`src/rtl/mul4_fitness_scorer_if.sv`:
```
// Vector-set handshake bundle between the stimulus source and the fitness scorer:
// operand bit-planes, candidate product bit-planes and the valid/ready pair.
interface mul4_fitness_scorer_if #(
    parameter int LANES = 16
);
    logic             in_valid;
    logic             in_ready;
    logic [LANES-1:0] a1;
    logic [LANES-1:0] a0;
    logic [LANES-1:0] b1;
    logic [LANES-1:0] b0;
    logic [LANES-1:0] y3;
    logic [LANES-1:0] y2;
    logic [LANES-1:0] y1;
    logic [LANES-1:0] y0;

    modport master (
        output in_valid,
        output a1, a0, b1, b0,
        output y3, y2, y1, y0,
        input  in_ready
    );

    modport slave (
        input  in_valid,
        input  a1, a0, b1, b0,
        input  y3, y2, y1, y0,
        output in_ready
    );
endinterface

```
`src/rtl/mul4_fitness_scorer.sv`:
```
// Scores a bit-sliced 2x2-bit multiplier candidate: counts product bits that
// match the golden A*B over NUM_VEC accepted vector sets.
module mul4_fitness_scorer #(
    parameter int LANES   = 16,
    parameter int NUM_VEC = 16,
    parameter int ACC_W   = 16
) (
    input  logic                             clk,
    input  logic                             rst_n,
    input  logic                             start,
    mul4_fitness_scorer_if.slave             bus,
    output logic                             busy,
    output logic                             done,
    output logic [ACC_W-1:0]                 score,
    output logic                             perfect,
    output logic [$clog2(NUM_VEC+1)-1:0]     vec_count
);
    localparam int VC_W      = $clog2(NUM_VEC + 1);
    localparam int PC_W      = $clog2(4 * LANES + 1);
    localparam int MAX_SCORE = 4 * LANES * NUM_VEC;
    localparam logic [ACC_W-1:0] MAX_SCORE_W = ACC_W'(MAX_SCORE);

    generate
        if (ACC_W < $clog2(MAX_SCORE + 1)) begin : g_acc_w_check
            $error("mul4_fitness_scorer: ACC_W too narrow for 4*LANES*NUM_VEC");
        end
    endgenerate

    typedef enum logic [1:0] {
        IDLE  = 2'd0,
        RUN   = 2'd1,
        DRAIN = 2'd2,
        DONE  = 2'd3
    } state_t;

    function automatic logic [PC_W-1:0] popcount(input logic [4*LANES-1:0] v);
        logic [PC_W-1:0] cnt;
        cnt = {PC_W{1'b0}};
        for (int i = 0; i < 4 * LANES; i++) begin
            cnt = cnt + PC_W'(v[i]);
        end
        return cnt;
    endfunction

    state_t            state_r;
    state_t            state_s;
    logic              in_ready_r;
    logic              busy_r;
    logic              done_r;
    logic              perfect_r;
    logic [ACC_W-1:0]  score_r;
    logic [VC_W-1:0]   vec_count_r;
    logic              s1_valid_r;
    logic [LANES-1:0]  m0_r, m1_r, m2_r, m3_r;

    logic              xfer_s;
    logic              last_s;
    logic              enter_run_s;
    logic [LANES-1:0]  g0_s, g1_s, g2_s, g3_s;
    logic [PC_W-1:0]   match_cnt_s;

    assign xfer_s      = bus.in_valid && in_ready_r;
    assign last_s      = xfer_s && (vec_count_r == VC_W'(NUM_VEC - 1));
    assign enter_run_s = (state_s == RUN) && (state_r != RUN);

    // Golden 2x2 product per lane, written out as sum-of-products bit planes
    assign g0_s = bus.a0 & bus.b0;
    assign g1_s = (bus.a1 & bus.b0) ^ (bus.a0 & bus.b1);
    assign g2_s = (bus.a1 & bus.b1) & ~(bus.a0 & bus.b0);
    assign g3_s = bus.a1 & bus.a0 & bus.b1 & bus.b0;

    assign match_cnt_s = popcount({m3_r, m2_r, m1_r, m0_r});

    // Next-state logic; start only matters when no run is in flight
    always_comb begin
        state_s = state_r;
        case (state_r)
            IDLE: begin
                if (start) state_s = RUN;
                else       state_s = IDLE;
            end
            RUN: begin
                if (last_s) state_s = DRAIN;
                else        state_s = RUN;
            end
            DRAIN: begin
                if (!s1_valid_r) state_s = DONE;
                else             state_s = DRAIN;
            end
            DONE: begin
                if (start) state_s = RUN;
                else       state_s = DONE;
            end
            default: state_s = IDLE;
        endcase
    end

    // State register and registered status outputs, all derived from next state
    always_ff @(posedge clk or negedge rst_n) begin
        if (!rst_n) begin
            state_r    <= IDLE;
            in_ready_r <= 1'b0;
            busy_r     <= 1'b0;
            done_r     <= 1'b0;
            perfect_r  <= 1'b0;
        end else begin
            state_r    <= state_s;
            in_ready_r <= (state_s == RUN);
            busy_r     <= (state_s == RUN) || (state_s == DRAIN);
            done_r     <= (state_s == DONE);
            // score is already final when DRAIN hands over to DONE
            perfect_r  <= (state_s == DONE) && (score_r == MAX_SCORE_W);
        end
    end

    // Stage 1: capture per-bit match planes on each accepted transfer
    always_ff @(posedge clk or negedge rst_n) begin
        if (!rst_n) begin
            s1_valid_r <= 1'b0;
            m0_r       <= {LANES{1'b0}};
            m1_r       <= {LANES{1'b0}};
            m2_r       <= {LANES{1'b0}};
            m3_r       <= {LANES{1'b0}};
        end else begin
            s1_valid_r <= xfer_s;
            if (xfer_s) begin
                m0_r <= ~(bus.y0 ^ g0_s);
                m1_r <= ~(bus.y1 ^ g1_s);
                m2_r <= ~(bus.y2 ^ g2_s);
                m3_r <= ~(bus.y3 ^ g3_s);
            end else begin
                m0_r <= m0_r;
                m1_r <= m1_r;
                m2_r <= m2_r;
                m3_r <= m3_r;
            end
        end
    end

    // Stage 2 accumulator and transfer counter; a new run clears both
    always_ff @(posedge clk or negedge rst_n) begin
        if (!rst_n) begin
            score_r     <= {ACC_W{1'b0}};
            vec_count_r <= {VC_W{1'b0}};
        end else begin
            if (enter_run_s) begin
                score_r <= {ACC_W{1'b0}};
            end else if (s1_valid_r) begin
                score_r <= score_r + ACC_W'(match_cnt_s);
            end else begin
                score_r <= score_r;
            end
            if (enter_run_s) begin
                vec_count_r <= {VC_W{1'b0}};
            end else if (xfer_s) begin
                vec_count_r <= vec_count_r + VC_W'(1);
            end else begin
                vec_count_r <= vec_count_r;
            end
        end
    end

    assign bus.in_ready = in_ready_r;
    assign busy         = busy_r;
    assign done         = done_r;
    assign score        = score_r;
    assign perfect      = perfect_r;
    assign vec_count    = vec_count_r;
endmodule

```
`src/flat_wrapper.sv`:
```
// flat-port wrapper written by rule: the top's interface ports become plain ports
module mul4_fitness_scorer_flat 
#(
    parameter int LANES   = 16,
    parameter int NUM_VEC = 16,
    parameter int ACC_W   = 16
)
  (clk, rst_n, start, busy, done, score, perfect, vec_count, bus_in_valid, bus_a1, bus_a0, bus_b1, bus_b0, bus_y3, bus_y2, bus_y1, bus_y0, bus_in_ready);
  mul4_fitness_scorer_if #(.LANES(LANES)) bus_i ();
  input  logic clk;
  input  logic rst_n;
  input  logic start;
  output logic busy;
  output logic done;
  output logic [ACC_W-1:0] score;
  output logic perfect;
  output logic [$clog2(NUM_VEC+1)-1:0] vec_count;
  input wire logic [$bits(bus_i.in_valid)-1:0] bus_in_valid;
  input wire logic [$bits(bus_i.a1)-1:0] bus_a1;
  input wire logic [$bits(bus_i.a0)-1:0] bus_a0;
  input wire logic [$bits(bus_i.b1)-1:0] bus_b1;
  input wire logic [$bits(bus_i.b0)-1:0] bus_b0;
  input wire logic [$bits(bus_i.y3)-1:0] bus_y3;
  input wire logic [$bits(bus_i.y2)-1:0] bus_y2;
  input wire logic [$bits(bus_i.y1)-1:0] bus_y1;
  input wire logic [$bits(bus_i.y0)-1:0] bus_y0;
  output wire logic [$bits(bus_i.in_ready)-1:0] bus_in_ready;
  assign bus_i.in_valid = bus_in_valid;
  assign bus_i.a1 = bus_a1;
  assign bus_i.a0 = bus_a0;
  assign bus_i.b1 = bus_b1;
  assign bus_i.b0 = bus_b0;
  assign bus_i.y3 = bus_y3;
  assign bus_i.y2 = bus_y2;
  assign bus_i.y1 = bus_y1;
  assign bus_i.y0 = bus_y0;
  assign bus_in_ready = bus_i.in_ready;
  mul4_fitness_scorer #(.LANES(LANES), .NUM_VEC(NUM_VEC), .ACC_W(ACC_W)) u_core (.clk(clk), .rst_n(rst_n), .start(start), .bus(bus_i), .busy(busy), .done(done), .score(score), .perfect(perfect), .vec_count(vec_count));
endmodule
```
`config.mk`:
```
export PLATFORM = sky130hd
export DESIGN_NAME = mul4_fitness_scorer_flat
export DESIGN_NICKNAME = d
export VERILOG_FILES = /design/src/rtl/mul4_fitness_scorer_if.sv /design/src/rtl/mul4_fitness_scorer.sv /design/src/flat_wrapper.sv
export SDC_FILE = /design/constraint.sdc
export NUM_CORES = 1
export LEC_CHECK = 0
export CORE_MARGIN = 2
export CORE_UTILIZATION = 52
export DETAILED_ROUTE_END_ITERATION = 16
export GPL_TIMING_DRIVEN = 0
export PLACE_DENSITY_LB_ADDON = 0.2
export SYNTH_ARGS = -nofsm -noshare
export SYNTH_HDL_FRONTEND = slang
export SYNTH_SLANG_ARGS = --single-unit
```
`constraint.sdc`:
```
create_clock -name clk -period 17.1 [get_ports clk]
set_input_delay 1.71 -clock clk [delete_from_list [all_inputs] [get_ports clk]]
set_output_delay 1.71 -clock clk [all_outputs]
set_load 0.03 [all_outputs]
```
**Run 1: I/O pins on the die edge**

Pins as bars across the die edge, other pins in grey.
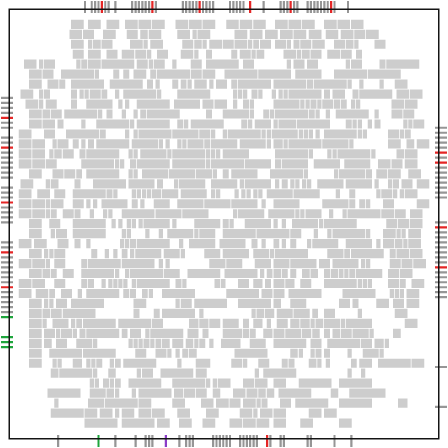
- green: vec_count (pins 5; direction output; edge 4 left, 1 bottom)
- purple: done (pins 1; direction output; edge bottom)
- red: bus_y2 (pins 16; direction input; edge 6 top, 5 left, 4 right, 1 bottom)
- all pins by edge: 49 top, 43 left, 33 right, 32 bottom

**Run 1: placed cells, one colour a class**

Fill, decap, tap and diode cells in grey.
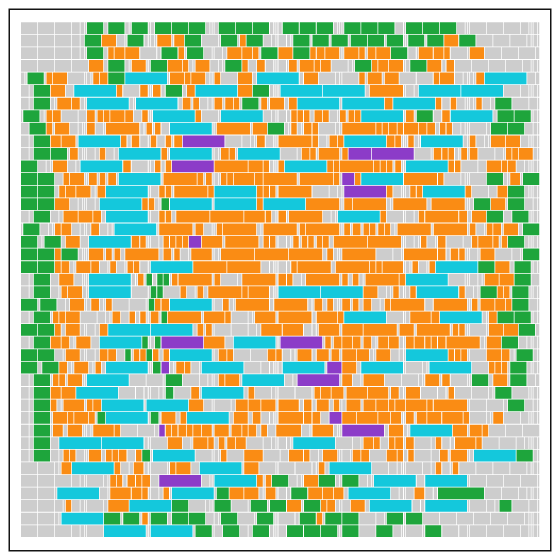
- cyan: flops (cells 92; share of their area 27%)
- purple: clock drivers and dummy loads (cells 16; share of their area 3.3%)
- green: other buffers and delay cells (cells 175; share of their area 20%)
- orange: combinational and other logic (cells 599; share of their area 50%)

==> results.py, run 1 <==
# Flow results
metrics = {
    "route": {
        "routed_wirelength_um": 16100,
        "vias": 5439,
        "drt_first_iter_violations": 265,
        "wire_per_inst_um": 15.28,
        "wl_met3_um": 903,
        "drc": 0,
    },
    "clocking": {
        "path_clk_slew_ns": 0.06,
        "clockBufferDepth": 2,
        "insertion_delay_ns": 0.35,
        "cts_inserted_buffers": 9,
        "holdBufCountCts": 0,
        "clockRootBuffer": "clkbuf_16",
    },
    "grt": {
        "grt_max_degree": 50,
        "grt_use_total_pct": 24.75,
        "grt_pass1_wl_um": 25620,
        "grt.busiest_layer": "met2",
    },
    "layout": {
        "final_cell_area_um2": 8696,
        "final-clk-cell-share_pct": 3.209,
        "nonClkBufAreaFrac_pct": 19.15,
        "drive_above_1_share_pct": 3.515,
        "flops": 92,
        "comb_area_share_pct": 44.29,
        "dominant_cells": "logic gates",
    },
    "floorplan": {
        "die_area_um2": 13640,
        "core_um2": 12520,
        "pin_count": 157,
    },
    "timing": {
        "fin_ws_ns": 9.578,
        "max_freq_ghz": 0.1330,
        "rsz0062_at_grt": "no",
        "finalSetupViolations": 0,
    },
    "setup_path": {
        "crit_fanout": 4,
        "critPathLaunchType": "register",
        "startpoint": "u_core.m0_r[0]",
        "cp.depth": 25,
        "crit_type": "reg -> reg",
        "critPathRequiredTime_ns": 17.37,
    },
    "outcome": {
        "status": "complete, no violations",
    },
    "synthesis": {
        "yosys.area_share.aoi_pct": 9.363,
        "ys_ff": 92,
        "edf_count": 0,
        "synth.avg_cell_area_um2": 9.330,
    },
    "min_path": {
        "hold_path_end": "u_core.m1_r[4]",
    },
}
**Run 1: metal layers overlaid**

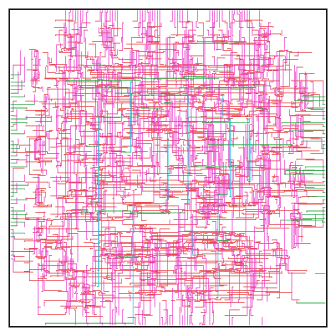
- cyan: metal 4 (wire length 330 um)
- magenta: metal 2 (wire length 7960 um)
- green: metal 3 (wire length 903 um)
- red: metal 1 (wire length 6910 um)

run 1: worst register-to-register path, cell delays in order (launching register included):
cell and delay (ns):
dfrtp_1 0.38, ha_1 0.29, inv_1 0.07, fa_1 0.44, fa_1 0.41, inv_1 0.09, fa_1 0.46, fa_1 0.53
fa_1 0.52, fa_1 0.53, fa_1 0.56, inv_1 0.06, fa_1 0.59, inv_1 0.06, ha_1 0.28, nor2b_1 0.13
o21ai_1 0.12, nand2b_1 0.12, a2111oi_0 0.45, nand3b_1 0.19, ha_1 0.26, a21o_1 0.19, nor2_1 0.23, a21oi_2 0.13
a31o_1 0.25, a21oi_1 0.12
run 1: cells in the mapped netlist, types with 2 or more instances:
library cell / n / share of area (%)
nand2_1: 127 / 7.2
inv_1: 101 / 5.7
dfrtp_1: 92 / 35
xnor2_1: 89 / 12
o21ai_0: 67 / 5.1
fa_1: 55 / 17
ha_1: 28 / 5.3
nor2_1: 22 / 1.2
nand3_1: 21 / 1.6
nand4_1: 20 / 1.9
a21oi_1: 12 / 0.91
xor2_1: 7 / 0.93
buf_2: 6 / 0.45
clkbuf_1: 6 / 0.34
nand2b_1: 6 / 0.57
buf_1: 5 / 0.28
a211oi_1: 4 / 0.45
a31o_1: 4 / 0.53
a21o_1: 3 / 0.34
and3_1: 3 / 0.28
nor2b_1: 3 / 0.28
o21ai_1: 3 / 0.23
a21oi_2: 2 / 0.26
a311oi_2: 2 / 0.45
nor3_1: 2 / 0.15
nor4_1: 2 / 0.19
nor4b_1: 2 / 0.26
o22ai_1: 2 / 0.19
## Run 2: what changed since run 1
- CORE_UTILIZATION: 52 -> 46
- clock period: 17.1 -> 6.61 ns (I/O delays scaled with it)
==> run 2 against run 1 <==
  * The run now ends with setup timing left
  * Final cell count up 2.2%
  * Die area up 13%
  * Hold slack worse by 0.13 ns
  * Count of clock-buffer cells in the layout up 1
  * Synthesized cell count unchanged
  * Via count up 1.0%
  * Fmax up 4.7%
  * Sequential share of layout area down 1.1 points
  * Register-to-register slack worse by 10 ns
  * Largest cell class unchanged
==> results.py, run 2 <==
# Flow results
metrics = {
    "setup_path": {
        "critPathLaunchType": "register",
        "crit_type": "reg -> reg",
    },
    "route": {
        "drt_first_iter_violations": 219,
        "vias": 5495,
        "wire_per_inst_um": 16.36,
    },
    "synthesis": {
        "top_area_share_pct": 34.80,
        "ys_top_cells_by_area": "dfrtp_1, fa_1, xnor2_1",
        "synthTopCellsByCount": "nand2_1, inv_1, dfrtp_1",
    },
    "floorplan": {
        "core_um2": 13990,
        "pin_count": 157,
    },
    "clocking": {
        "clockBufferDepth": 2,
        "holdBufCountCts": 0,
        "insertion_delay_ns": 0.34,
        "cts_inserted_buffers": 9,
        "clockRootBuffer": "clkbuf_16",
        "path_clk_slew_ns": 0.06,
    },
    "layout": {
        "final-clk-cell-share_pct": 3.515,
        "drive_above_1_share_pct": 9.922,
    },
    "timing": {
        "rsz0062_at_grt": "yes",
        "fin_ws_ns": -0.5729,
        "finalSetupViolations": 14,
    },
    "grt": {
        "grt.busiest_layer": "met2",
    },
    "outcome": {
        "status": "finished, violations left",
        "violations": "setup timing",
    },
}
## run 2: repair_timing
action / 4_1_cts / 5_1_grt
endpoints found under the setup margin: 13 / 14
buffers inserted: 10 / 6
gates resized: 24 / 27
hold endpoints to repair: 0 / 0
pin swaps: 14 / 29
## run 2: per-stage QoR
stage                     worst slack, ns  util, %  hold WS (ns)  instance area (um2)
after floorplan                  -0.08037        -        0.3654                 6644
after global placement            -0.4340    60.27        0.4611                 8431
after detailed placement          -0.5300    60.45        0.4710                 8456
after CTS                         -0.4633    63.97        0.3603                 8949
after global routing              -0.7732    64.89        0.3831                 9077
final                             -0.5729    64.89        0.3461                 9077
## run 2: cells by family after synthesis
group	synth area share, %
simple gates	14.05
mux	0.1513
compound gates	9.363
fa+ha+maj	21.94
xor+xnor	12.71
buf+inv	6.979
flops	34.80
## run 2: how the worst max path moves through the flow
stage | end | slack (ns) | cells after the start
2_1_floorplan | u_core.score[11] | -0.08 | 21
3_3_place_gp | u_core.score[11] | -0.43 | 21
3_5_place_dp | u_core.score[11] | -0.53 | 21
4_1_cts | u_core.score[11] | -0.46 | 23
5_1_grt | u_core.score[10] | -0.77 | 22
6_report | u_core.score[10] | -0.57 | 22
**Run 2: cell outlines without signal wires**

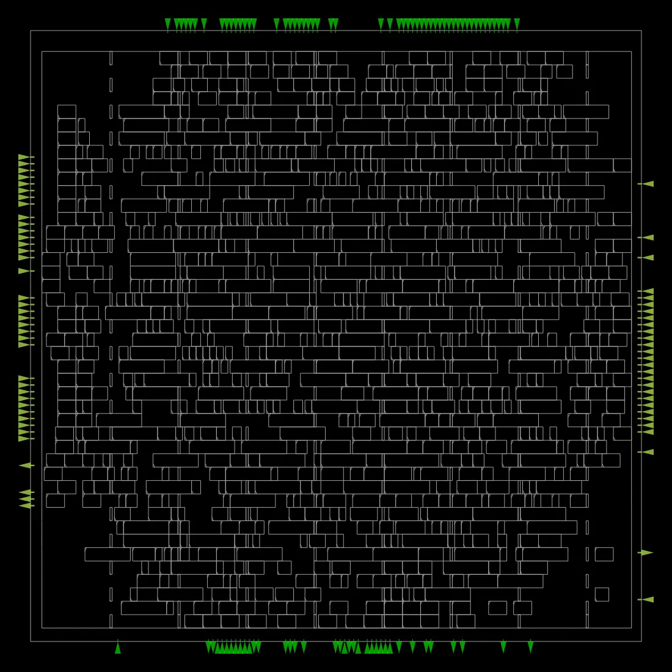
seq_cells: 92
Final Util: 64.89%

## Run 3: what changed since run 2
- CORE_MARGIN: 2 -> not set
- SKIP_LAST_GASP: not set -> 1
==> run 3 against run 2 <==
  * The run still ends with setup timing left
  * Die area is 3.2% lower
  * Wire length is 5.6% lower
  * Via count is 1.6% lower
  * Hold slack worse by 0.037 ns
  * Non-clock buffer count is 6 lower
  * Final cell count is 0.56% lower
  * Critical path depth is 3 higher
  * Clock skew is 0.0012 ns higher
==> results.py, run 3 <==
# Flow results
metrics = {
    "layout": {
        "final_cell_area_um2": 8919,
        "drive_above_1_share_pct": 6.734,
    },
    "synthesis": {
        "top_area_share_pct": 34.80,
        "fp_nets": 924,
        "ys_top_cells_by_area": "dfrtp_1, fa_1, xnor2_1",
        "synthTopCellsByCount": "nand2_1, inv_1, dfrtp_1",
    },
    "setup_path": {
        "crit_type": "reg -> reg",
        "critPathLaunchType": "register",
    },
    "floorplan": {
        "core_um2": 13930,
        "pin_count": 157,
    },
    "clocking": {
        "clockBufferDepth": 2,
        "holdBufCountCts": 0,
        "cts_inserted_buffers": 9,
        "clockRootBuffer": "clkbuf_16",
        "insertion_delay_ns": 0.34,
    },
    "route": {
        "drt_first_iter_violations": 188,
        "wire_per_inst_um": 15.53,
        "vias": 5407,
    },
    "grt": {
        "grt_use_total_pct": 23.85,
    },
    "timing": {
        "fin_ws_ns": -0.4742,
        "min_period_ns": 7.084,
        "tightest_slew_ns": 0.7275,
        "rsz0062_at_grt": "yes",
        "hold_ws_ns": 0.3088,
        "finalSetupViolations": 13,
    },
    "outcome": {
        "status": "finished, violations left",
        "violations": "setup timing",
    },
    "placed_design": {
        "place_area_um2": 8456,
        "dp_worst_setup_slack_ns": -0.5313,
    },
}
[run 3: timing repair]
item / 4_1_cts / 5_1_grt
pin swaps: 17 / 25
setup endpoints to repair: 13 / 14
endpoints found under the hold margin: 0 / 0
resized: 13 / 8
setup buffers: 8 / 1
[run 3: worst max path at each step]
| stage | slack, ns | cells after the start | to |
|---|---|---|---|
| 2_1_floorplan | -0.08 | 21 | u_core.score[11] |
| 3_3_place_gp | -0.45 | 21 | u_core.score[11] |
| 3_5_place_dp | -0.53 | 25 | u_core.score[14] |
| 4_1_cts | -0.45 | 25 | u_core.score[14] |
| 5_1_grt | -0.75 | 25 | u_core.score[14] |
| 6_report | -0.47 | 25 | u_core.score[14] |
[run 3: metal layers]
metal  GRT usage (%)  part of all wire, %
met3           4.401                  5.0
met2           41.53                   50
met5               0                    0
met1           30.27                   44
met4           6.481                  1.0
[run 3: cell families (layout without fill, tap and decap cells)]
logic type | after synthesis | after routing | synth area share [%]
compound gates | 106 | 106 | 9.363
simple gates | 211 | 211 | 14.05
mux | 1 | 1 | 0.1513
flops | 92 | 92 | 34.80
fa+ha+maj | 83 | 83 | 21.94
xor+xnor | 96 | 96 | 12.71
buf+inv | 120 | 302 | 6.979
[run 3: layout make-up]
cell class	instances	area [um2]
fill	1150	5016
buffer	18	78.83
inverter	102	382.9
sequential	92	2302
timing repair buffer	166	1662
clock inverter	5	58.81
tap	180	225.2
multi-input combinational	497	3956
clock buffer	11	252.7
**Run 3: cell outlines without signal wires**

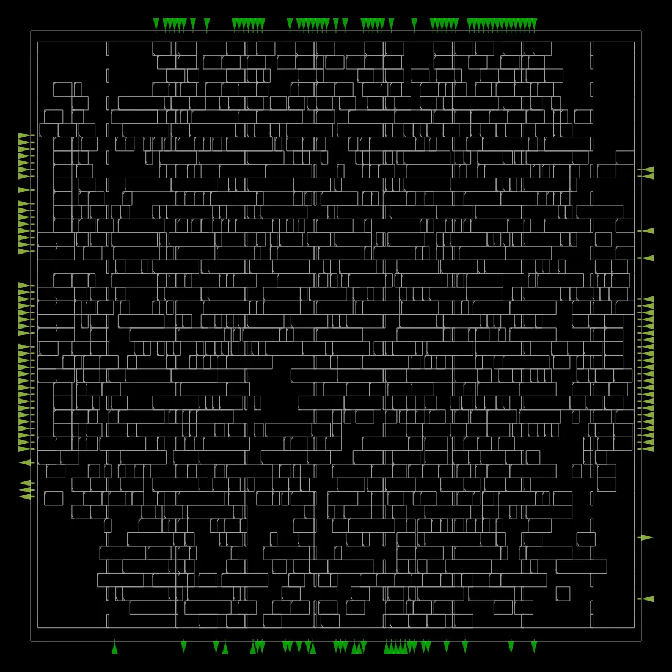
tap cell count: 180
Final Util: 64.00%


==> layout pictures side by side <==
Routed clock nets over the placement.
Bar = 20 um.
Plate I
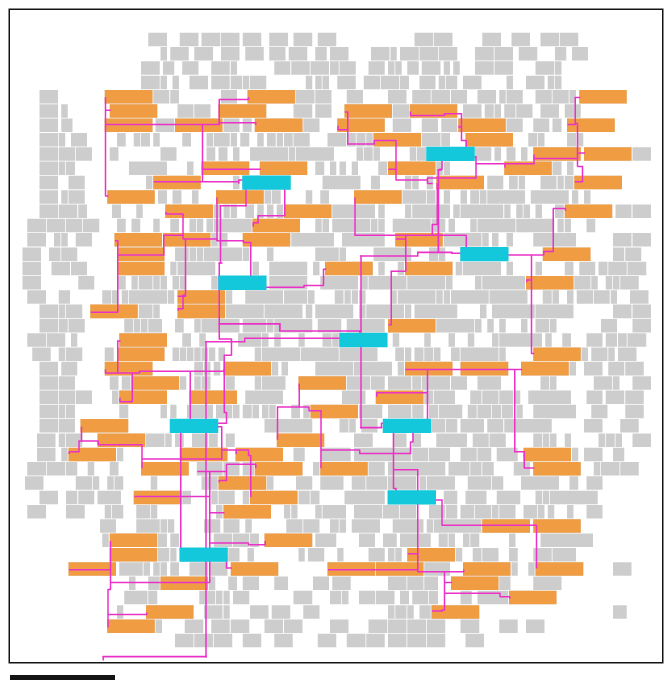
Plate II
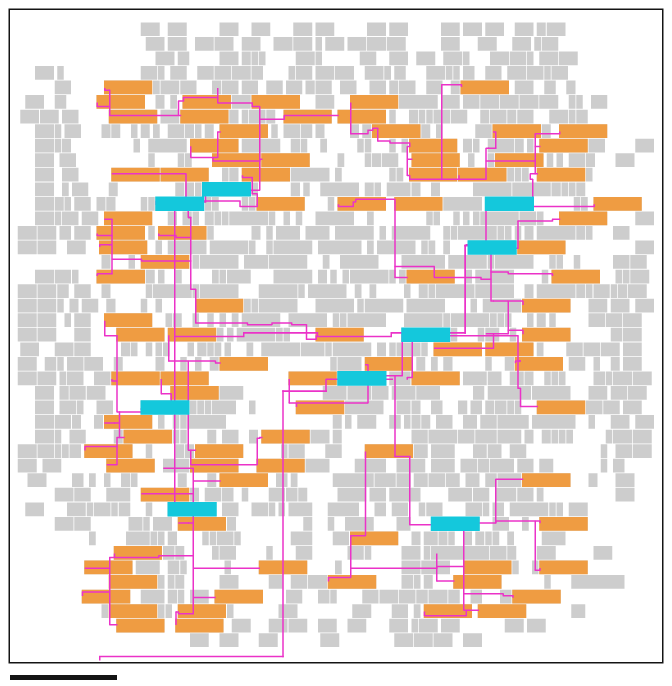
| picture | from |
|---|---|
| Plate I | run 2 |
| Plate II | run 3 |

Key to Plate I:
- orange: flip-flops (count 92)
- magenta: clock wires (length 1250 um)
- cyan: clock drivers (count 9)
- routed clock nets: 10

